<file path="src/rtl/mac_ip_deadlock_monitor_p.sv">
// Dataflow deadlock monitor: flags a deadlock once every process is stopped and at least
// one stop is a genuine block, held for THRESH consecutive cycles; snapshots the cause.
module mac_ip_deadlock_monitor_p #(
  parameter int                           NUM_PROC  = 10,
  parameter int                           NUM_AXIS  = 4,
  parameter logic [NUM_PROC*NUM_AXIS-1:0] AXIS_MAP  = 40'h00_0008_4210,
  parameter int                           THRESH    = 1,
  parameter int                           STICKY    = 0,
  parameter int                           CHAN_MODE = 0,
  parameter int                           CNT_W     = 16
) (
  input  logic                clock,
  input  logic                reset,
  input  logic [NUM_AXIS-1:0] axis_block_sigs,
  input  logic [NUM_PROC-1:0] inst_idle_sigs,
  input  logic [NUM_PROC-1:0] inst_block_sigs,
  input  logic                clear,
  output logic                block,
  output logic                block_pulse,
  output logic [NUM_PROC-1:0] snap_axis,
  output logic [NUM_PROC-1:0] snap_chan,
  output logic [CNT_W-1:0]    event_count
);

  localparam int               CW       = $clog2(THRESH + 1);
  localparam logic [CW-1:0]    CNT_LAST = CW'(THRESH - 1);
  localparam logic [CNT_W-1:0] EVT_MAX  = {CNT_W{1'b1}};

  typedef enum logic [1:0] {
    ST_MONITOR   = 2'd0,
    ST_CANDIDATE = 2'd1,
    ST_DEADLOCK  = 2'd2
  } state_t;

  state_t              state_r, state_nxt_s;
  logic [CW-1:0]       cnt_r, cnt_nxt_s;
  logic [NUM_PROC-1:0] pab_s;
  logic                cond_s;
  logic                entry_s;

  // Per-process axis block and the overall deadlock condition
  always_comb begin
    pab_s = {NUM_PROC{1'b0}};
    for (int i = 0; i < NUM_PROC; i++) begin
      for (int j = 0; j < NUM_AXIS; j++) begin
        pab_s[i] = pab_s[i] | (axis_block_sigs[j] & AXIS_MAP[i*NUM_AXIS+j]);
      end
    end
    // all-idle with nothing blocked is a drained region, not a deadlock
    cond_s = (&(inst_idle_sigs | inst_block_sigs | pab_s)) &
             ((|pab_s) | ((CHAN_MODE != 0) & (|inst_block_sigs)));
  end

  // Next-state and stall-counter logic; clear overrides everything
  always_comb begin
    state_nxt_s = state_r;
    cnt_nxt_s   = cnt_r;
    entry_s     = 1'b0;
    if (clear) begin
      state_nxt_s = ST_MONITOR;
      cnt_nxt_s   = {CW{1'b0}};
    end else begin
      case (state_r)
        ST_MONITOR: begin
          if (cond_s && (THRESH == 1)) begin
            state_nxt_s = ST_DEADLOCK;
            cnt_nxt_s   = {CW{1'b0}};
            entry_s     = 1'b1;
          end else if (cond_s) begin
            state_nxt_s = ST_CANDIDATE;
            cnt_nxt_s   = CW'(1);
          end else begin
            cnt_nxt_s   = {CW{1'b0}};
          end
        end
        ST_CANDIDATE: begin
          if (!cond_s) begin
            state_nxt_s = ST_MONITOR;
            cnt_nxt_s   = {CW{1'b0}};
          end else if (cnt_r == CNT_LAST) begin
            state_nxt_s = ST_DEADLOCK;
            cnt_nxt_s   = {CW{1'b0}};
            entry_s     = 1'b1;
          end else begin
            cnt_nxt_s   = cnt_r + CW'(1);
          end
        end
        ST_DEADLOCK: begin
          if ((STICKY == 0) && !cond_s) begin
            state_nxt_s = ST_MONITOR;
          end else begin
            state_nxt_s = ST_DEADLOCK;
          end
        end
        default: begin
          state_nxt_s = ST_MONITOR;
          cnt_nxt_s   = {CW{1'b0}};
        end
      endcase
    end
  end

  // State register and registered outputs
  always_ff @(posedge clock) begin
    if (!reset) begin
      state_r     <= ST_MONITOR;
      cnt_r       <= {CW{1'b0}};
      block       <= 1'b0;
      block_pulse <= 1'b0;
      snap_axis   <= {NUM_PROC{1'b0}};
      snap_chan   <= {NUM_PROC{1'b0}};
      event_count <= {CNT_W{1'b0}};
    end else begin
      state_r     <= state_nxt_s;
      cnt_r       <= cnt_nxt_s;
      block       <= (state_nxt_s == ST_DEADLOCK);
      block_pulse <= entry_s;
      if (entry_s) begin
        snap_axis <= pab_s;
        snap_chan <= inst_block_sigs;
        if (event_count != EVT_MAX) begin
          event_count <= event_count + CNT_W'(1);
        end
      end
    end
  end

endmodule

</file>
<file path="config.mk">
export PLATFORM = sky130hd
export DESIGN_NAME = mac_ip_deadlock_monitor_p
export DESIGN_NICKNAME = d
export VERILOG_FILES = /design/src/rtl/mac_ip_deadlock_monitor_p.sv
export SDC_FILE = /design/constraint.sdc
export NUM_CORES = 1
export LEC_CHECK = 0
export CAP_MARGIN = 20
export CORE_ASPECT_RATIO = 0.75
export CORE_UTILIZATION = 45
export CTS_CLUSTER_DIAMETER = 50
export DETAILED_ROUTE_END_ITERATION = 8
export PLACE_DENSITY = 0.84
export SLEW_MARGIN = 25
export SYNTH_ARGS = -nofsm -noshare
export SYNTH_HDL_FRONTEND = slang
export SYNTH_SLANG_ARGS = --single-unit
export TNS_END_PERCENT = 20
</file>
<file path="constraint.sdc">
create_clock -name clock -period 4.8 [get_ports clock]
set_input_delay 0.96 -clock clock [delete_from_list [all_inputs] [get_ports clock]]
set_output_delay 0.96 -clock clock [all_outputs]
set_load 0.1 [all_outputs]
</file>
==> impl_metrics.ini, run 1 <==
; synthesis and place-and-route metrics
[run_status]
outcome = completed

[floorplan]
chip_area_um2 = 3614
ios = 65
initial_core_util_pct = 49.25
core_area_um2 = 3084
dieWidth_um = 69.09
num_rows = 17
die_y_um = 52.32

[critical_path]
path_class = reg -> out
cp_num_buf_inv = 1
crit_start = event_count[12]
startpoint_type = register
r2r-start = event_count[0]
cp-end-kind = output port
cp_top_family = buffers and inverters
cp.arrival_ps = 1910
crit_required_ps = 3840
crit_path_cell_trace = clkdlybuf4s50_1
cp_slowest_stage_delay_ps = 1180
critPathMaxFanout = 7
critPathSlowestCell = clkdlybuf4s50_1

[final_timing]
max-slew-margin-rel_pct = 33.65
setup_viol_count_final = 0
finalClockPeriodUsage_pct = 59.79
finalHoldViolCount = 0
maxSlewViolCount = 0
skew_ps = 4.413
fin_crit_ps = 2870
rsz0062_at_grt = false
fmax_ghz = 0.3484
worstMarginPinSlew_ps = 992.2
setup_tns_ps = 0

[power_and_ir_drop]
p_per_area_nw_per_um2 = 275.1
irDropWorstVdd_v = 0.0001908
leakagePower_nw = 0.8268

[final_layout]
final_cell_mix = clkdlybuf4s50_1 (58), dfxtp_1 (34), nor2_1 (26)
fillerInstances = 240
final_cells = 262
areaGrowthSynthToFinish_pct = 44.89
diodes = 0
finalNetCount = 251
lay_top_count = clkdlybuf4s50_1
drive_gt1_share_pct = 8.929
fin_area_um2 = 2201

[yosys]
synth-edff-count = 0
ys_area_um2 = 1519
async_flop_share_pct = 0
synth_flops = 34
synth_area_um2 = 1519
synth_warnings = 0
synth.top_cell.area_share_pct = 44.81
ys_types = 38
synth_area_per_cell_um2 = 9.376
top_area_cell = dfxtp_1
synth_stat.cells = 162
flop_cell = dfxtp_1
ys_top_cells_by_area = dfxtp_1 (45%), mux2i_1 (11%), nor2_1 (6.4%)
synth_cells = 162
ys_seq_share_pct = 44.81

[clocking]
htreeDepth = 2
cts.sinks = 34
cts-hold-fix-buffers = 0
path_clk_slew_ps = 70
post_cts_buffers = 0
cts_buffers = 5
cts_resized = 0
root_buffer = clkbuf_8
clk_latency_ps = 290
cts_tree = done
clock_path_buffers = 2

[global_routing]
track_usage_pct = 21.29
grt_max_degree = 29
grt_pass1_wl_mm = 5.878
grt_antenna_before_repair = 0
first_global_vias = 1273
overflow = 0

[hold_path]
hp-class = reg -> reg
hold_path_startpoint = snap_chan[7]

[detailed_routing]
drt_iter0_markers = 71
drc = 0
ant_nets = 0
drt-pass1-iter-count = 4
vias_per_cell = 5.267

[place]
post-dp-hpwl_mm = 2.831
port_buffers = 58
gp_congestion = 0.8443
dp.cells = 254
detailed_place.area_um2 = 2110

[flow_run]
warning_count = 26
drv_cap = 0
run 1: layer usage:
metal  share of wire, %  global-route usage, %
met2                 48                  35.44
met4                2.6                  11.90
met5                  0                      0
met3                4.1                  5.192
met1                 45                  25.68
run 1: power breakdown:
group          internal (W)  switching [W]  total, W  leakage [nW]
Combinational     0.0000332      0.0000681  0.000101         0.504
Clock              0.000116      0.0000998  0.000215        0.0482
Sequential         0.000286     0.00000243  0.000289         0.275
Total              0.000435       0.000170  0.000605         0.827
run 1: synth_stat cells, types with 3 or more instances:
cell type / count
nand2_1: 5
nor4_1: 3
nand3_1: 10
mux2i_1: 16
and3_2: 3
xor2_1: 8
nand4_1: 3
nor3_1: 5
buf_4: 8
nor2_1: 26
a21oi_1: 3
and3_1: 4
dfxtp_1: 34
run 1: state kept, by name, summed over array words and instances (netlist names):
name,count
snap_axis,4
snap_chan,10
block_pulse,1
state_r,2
event_count,16
block,1
run 1: final timing paths:
| path | cells after the start | slack [ps] | end |
|---|---|---|---|
| worst max-delay path | 1 | 1930 | event_count[12] |
| worst min-delay path | 2 | 500 | snap_chan[7] |
| worst max register to register | 7 | 2710 | event_count[15] |
| worst min register to register | 2 | 500 | snap_chan[7] |
run 1: kinds of logic (layout without fill, tap and decap cells):
| group | count (synthesis) | in the layout | share of synthesized area [%] |
|---|---|---|---|
| AND/OR/NAND/NOR | 76 | 76 | 27.76 |
| flip-flops | 34 | 34 | 44.81 |
| multiplexers | 16 | 16 | 10.54 |
| AND-OR/OR-AND | 14 | 14 | 6.179 |
| buffers and inverters | 12 | 68 | 5.025 |
| XOR/XNOR | 8 | 8 | 4.613 |
| adder cells (fa/ha/maj) | 1 | 1 | 0.8236 |
| other | 1 | 7 | 0.2469 |
run 1: final cells by class:
| type | count | area (µm²) | area share, % |
|---|---|---|---|
| inverter | 1 | 3.754 | 0.1706 |
| multi-input combinational | 122 | 789.5 | 35.87 |
| clock inverter | 1 | 5.005 | 0.2274 |
| timing repair buffer | 59 | 588.1 | 26.72 |
| clock buffer | 7 | 86.33 | 3.923 |
| tap | 38 | 47.55 | 2.160 |
| sequential | 34 | 680.7 | 30.93 |
run 1: through the flow:
step                      hold slack, ps  util [%]  total power [W]  setup WS [ps]
after floorplan                    516.5         -        0.0003650           2326
after global placement             475.3     68.40        0.0003949           1709
after detailed placement           481.6     68.40        0.0003965           1626
after CTS                          503.6     71.36        0.0006082           1925
after global routing               531.7     71.36        0.0006252           1788
final                              496.9     71.36        0.0006054           1930
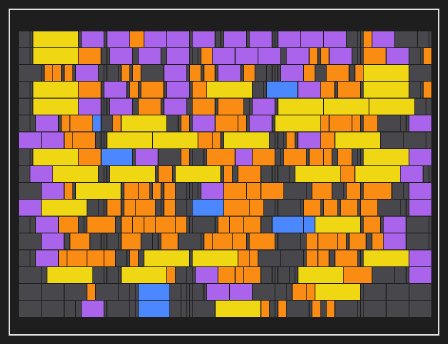
Figure 1: run 1, cell classes on the final placement.
Fill, decap, tap and diode cells in gray.
blue -> clock drivers and dummy loads  # cells 8
purple -> remaining buffers and delay cells  # cells 59
orange -> remaining logic cells  # cells 123
yellow -> registers  # cells 34

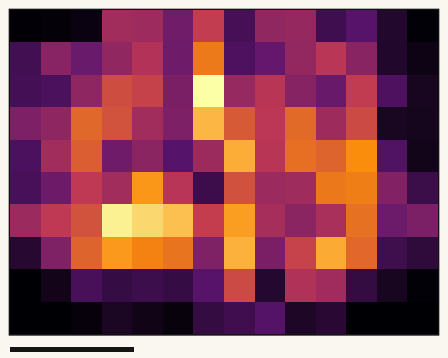
Figure 2: run 1, signal metal coverage by tile.
Bar = 20 µm. 14 x 10 tiles, from black (low) to pale yellow (high), scaled to the fullest tile. Values are wire area over tile area, all layers added.
densest ninth of the die = middle
fullest tile = 0.45
mean over tiles = 0.16
via count: 1380
WL per Instance: 14.23 µm
Post-Route WL: 3.729 mm

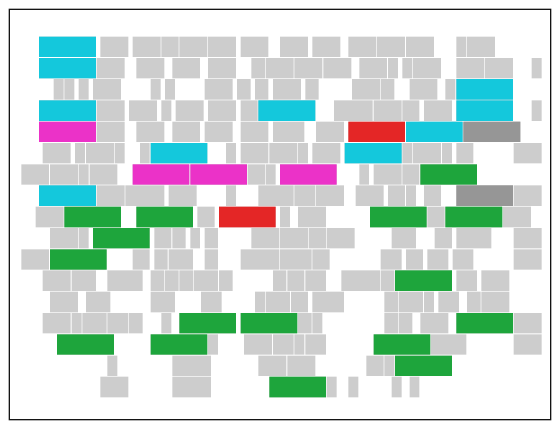
Figure 3: run 1, sequential cells colored by netlist name.
Other sequential cells in the stronger gray, the rest of the logic in the fainter gray.
red -> `state_r`  # sequential cells 2
green -> `event_count`  # sequential cells 16
cyan -> `snap_chan`  # sequential cells 10
magenta -> `snap_axis`  # sequential cells 4
not colored = 2

## Run 2: what changed since run 1
--- a/config.mk
+++ b/config.mk
@@ -7,10 +7,10 @@
 export LEC_CHECK = 0
 export CAP_MARGIN = 20
 export CORE_ASPECT_RATIO = 0.75
-export CORE_UTILIZATION = 45
+export CORE_UTILIZATION = 38
 export CTS_CLUSTER_DIAMETER = 50
 export DETAILED_ROUTE_END_ITERATION = 8
-export PLACE_DENSITY = 0.84
+export PLACE_DENSITY = 0.76
 export SLEW_MARGIN = 25
 export SYNTH_ARGS = -nofsm -noshare
 export SYNTH_HDL_FRONTEND = slang
==> constraint.sdc (replaced) <==
create_clock -name clock -period 2.46 [get_ports clock]
set_input_delay 0.492 -clock clock [delete_from_list [all_inputs] [get_ports clock]]
set_output_delay 0.492 -clock clock [all_outputs]
set_load 0.1 [all_outputs]
==> run 2 against run 1 <==
Synthesized cell count is the same; critical path depth grew 7; count of clock-buffer cells in the layout is the same; setup slack lost 1600 ps; sequential power grew 95%; hold slack lost 2.5 ps; final cell count grew 7.3%; first-iteration DRC count grew 37%; non-clock buffer count grew 5; wire length shrank 6.7%; global-route usage shrank 4.2 points; power grew 96%; critical path type is now in -> reg; critical endpoint is now snap_chan[4].
==> impl_metrics.ini, run 2 <==
; synthesis and place-and-route metrics
[yosys]
top_area_cell = dfxtp_1
synth_area_per_cell_um2 = 9.376
synth_flops = 34
flop_cell = dfxtp_1
synth-edff-count = 0
common_cells = dfxtp_1 (34), nor2_1 (26), mux2i_1 (16), nand3_1 (10)
async_flop_share_pct = 0
ys_top_cells_by_area = dfxtp_1 (45%), mux2i_1 (11%), nor2_1 (6.4%)
synth_stat.cells = 162
ys_types = 38
synth.top_cell.area_share_pct = 44.81
ys_seq_share_pct = 44.81
ys_area_um2 = 1519
synth_warnings = 0
synth_area_um2 = 1519
synth_cells = 162
most_common_cell = dfxtp_1

[clocking]
root_buffer = clkbuf_8
cts-hold-fix-buffers = 0
htreeDepth = 2
post_cts_buffers = 0
cts_buffers = 5
cts.sinks = 34
path_clk_slew_ps = 60
cts_resized = 0
clock_path_buffers = 2
cts_tree = done
clk_latency_ps = 280

[power_and_ir_drop]
leakagePower_nw = 0.9193
p_per_area_nw_per_um2 = 540.5
combinationalPowerShare_pct = 16.9
pwr-share-clk_pct = 35.5
irDropWorstVdd_v = 0.0003307
p_sw_share_pct = 28.09
p_int_w = 0.0008515
p_switching_w = 0.0003326
sequentialPowerShare_pct = 47.6

[global_routing]
grt_antenna_before_repair = 0
grt_use_met1_pct = 26.54
grt_max_degree = 28
grt-busiest-layer = met1
overflow = 0
use_met3_pct = 4.847
met2_usage_pct = 21.24
first_global_vias = 1158
grt_pass1_wl_mm = 5.451

[final_timing]
fin_crit_ps = 2162
fmax_ghz = 0.4626
setup_viol_count_final = 0
holdWs_ps = 494.5
max-slew-margin-rel_pct = 50.49
finalClockPeriodUsage_pct = 87.87
maxSlewViolCount = 0
skew_ps = 2.173
setup_tns_ps = 0
worstMarginPinSlew_ps = 735.9
finalHoldViolCount = 0
setup_ws_ps = 298.4
rsz0062_at_grt = false

[final_layout]
largest_register = event_count
top_regs = event_count x16, snap_chan x10, snap_axis x4
drive_gt1_share_pct = 25.76
lay_top_count = buf_4
fin_area_um2 = 2191
finalNetCount = 256
areaGrowthSynthToFinish_pct = 44.23
diodes = 0
final_cell_mix = buf_4 (37), dfxtp_1 (32), nor2_1 (26), clkdlybuf4s50_1 (26), mux2i_1 (16)
largest_reg_flops = 16

[critical_path]
ff2ff_setup_slack_ps = 420
startpoint_type = input pin
crit_required_ps = 2630
cp-end-kind = register
critPathMaxFanout = 18
cp.arrival_ps = 2330
path_class = in -> reg

[flow_run]
drv_cap = 0
warning_count = 26

[floorplan]
chip_area_um2 = 4257
dieWidth_um = 75.01
initial_core_util_pct = 40.70
num_rows = 19
die_y_um = 56.76
ios = 65

[detailed_routing]
drt_iter0_markers = 97
drt-pass1-iter-count = 4
drc = 0
vias_per_cell = 4.929
wirelength_mm = 3.480
ant_nets = 0

[hold_path]
hp-class = reg -> reg

[place]
detailed_place.area_um2 = 2100
gp_congestion = 0.7620
dp_slack_ps = 40.36
port_buffers = 58
post-dp-hpwl_mm = 2.525

[run_status]
outcome = completed
==> run 2: cell counts after synthesis <==
Identical to the previous run, type by type.
==> run 2: power groups by stage <==
stage | clock network, W | registers, W | logic, W
3_3_place_gp | 0 | 0.000576 | 0.000200
4_1_cts | 0.000435 | 0.000564 | 0.000201
6_report | 0.000420 | 0.000564 | 0.000200
5_1_grt | 0.000456 | 0.000564 | 0.000210
2_1_floorplan | 0 | 0.000626 | 0.0000860
3_5_place_dp | 0 | 0.000576 | 0.000201
==> run 2: cells by family after synthesis <==
kind of cell             count (synthesis)  share of synthesized area (%)
flip-flops                              34                          44.81
XOR/XNOR                                 8                          4.613
AND-OR/OR-AND                           14                          6.179
buffers and inverters                   12                          5.025
adder cells (fa/ha/maj)                  1                         0.8236
multiplexers                            16                          10.54
AND/OR/NAND/NOR                         76                          27.76
other                                    1                         0.2469
==> run 2: cell type report <==
class / instances / area [µm²]
Fill cell: 347 / 1541
Multi-Input combinational cell: 122 / 789.5
Sequential cell: 34 / 683.2
Timing Repair Buffer: 64 / 558.0
Clock buffer: 7 / 86.33
Tap cell: 52 / 65.06
Clock inverter: 1 / 5.005
Inverter: 1 / 3.754
==> run 2: per-layer routing <==
metal / part of all wire (%) / vias up
li1: - / 700
met1: 51 / 633
met2: 42 / 45
met5: 0 / -
met4: 1.4 / 0
met3: 5.7 / 7
==> run 2: final timing paths <==
path	from	endpoint	depth (start not counted)
worst min register to register	snap_chan[0]	snap_chan[0]	2
worst min-delay path	snap_chan[0]	snap_chan[0]	2
worst max register to register	event_count[0]	event_count[5]	7
worst max-delay path	axis_block_sigs[2]	snap_chan[4]	8
==> run 2: per-stage QoR <==
stage	power [W]	utilization (%)	instances
after floorplan	0.0007121	-	168
after global placement	0.0007762	56.25	273
after detailed placement	0.0007768	56.25	273
after CTS	0.001200	58.70	281
after global routing	0.001230	58.70	281
final	0.001184	58.70	281
==> run 2: critical path, stage by stage <==
cell	delay (ps)
clkdlybuf4s50_1	510
nor3_1	70
nor3_1	220
and3_1	270
nor3b_2	270
buf_12	210
mux2i_1	210
nor2_1	60
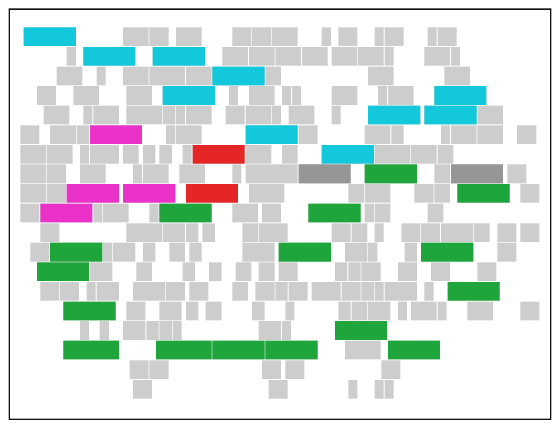
Figure 4: run 2, sequential cells colored by netlist name.
Other sequential cells in the stronger gray, the rest of the logic in the fainter gray.
cyan -> `snap_chan`  # sequential cells 10
red -> `state_r`  # sequential cells 2
magenta -> `snap_axis`  # sequential cells 4, where left middle
green -> `event_count`  # sequential cells 16
not colored = 2
Reg area: 683.2 µm²
P_seq: 0.000564 W
flop share of the area: 31.18%
final core utilization: 58.70%

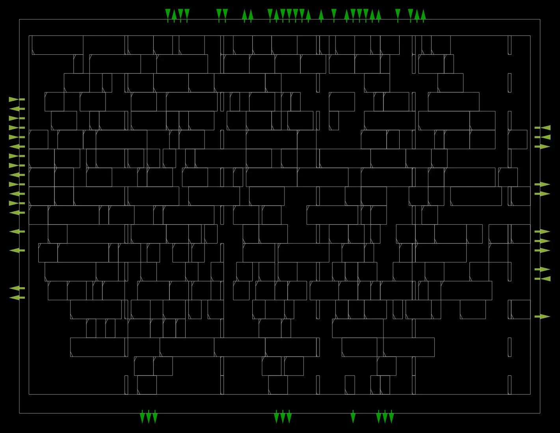
Figure 5: run 2, cell placement.
Core Region: 3732 µm²
Flops: 34
final cell count without fillers: 281

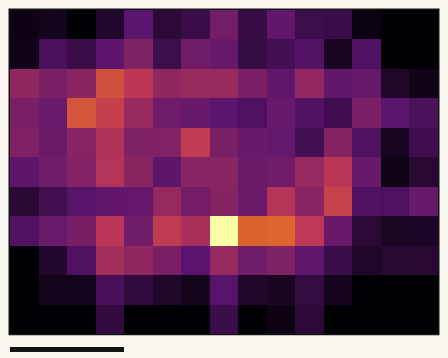
Figure 6: run 2, signal metal coverage by tile.
Bar = 20 µm. 15 x 11 tiles, from black (low) to pale yellow (high), scaled to the fullest tile. Values are wire area over tile area, all layers added.
gr usage total: 17.13%
WL per Instance: 12.38 µm
via count: 1385

Power is estimated from default activity; no workload was simulated.
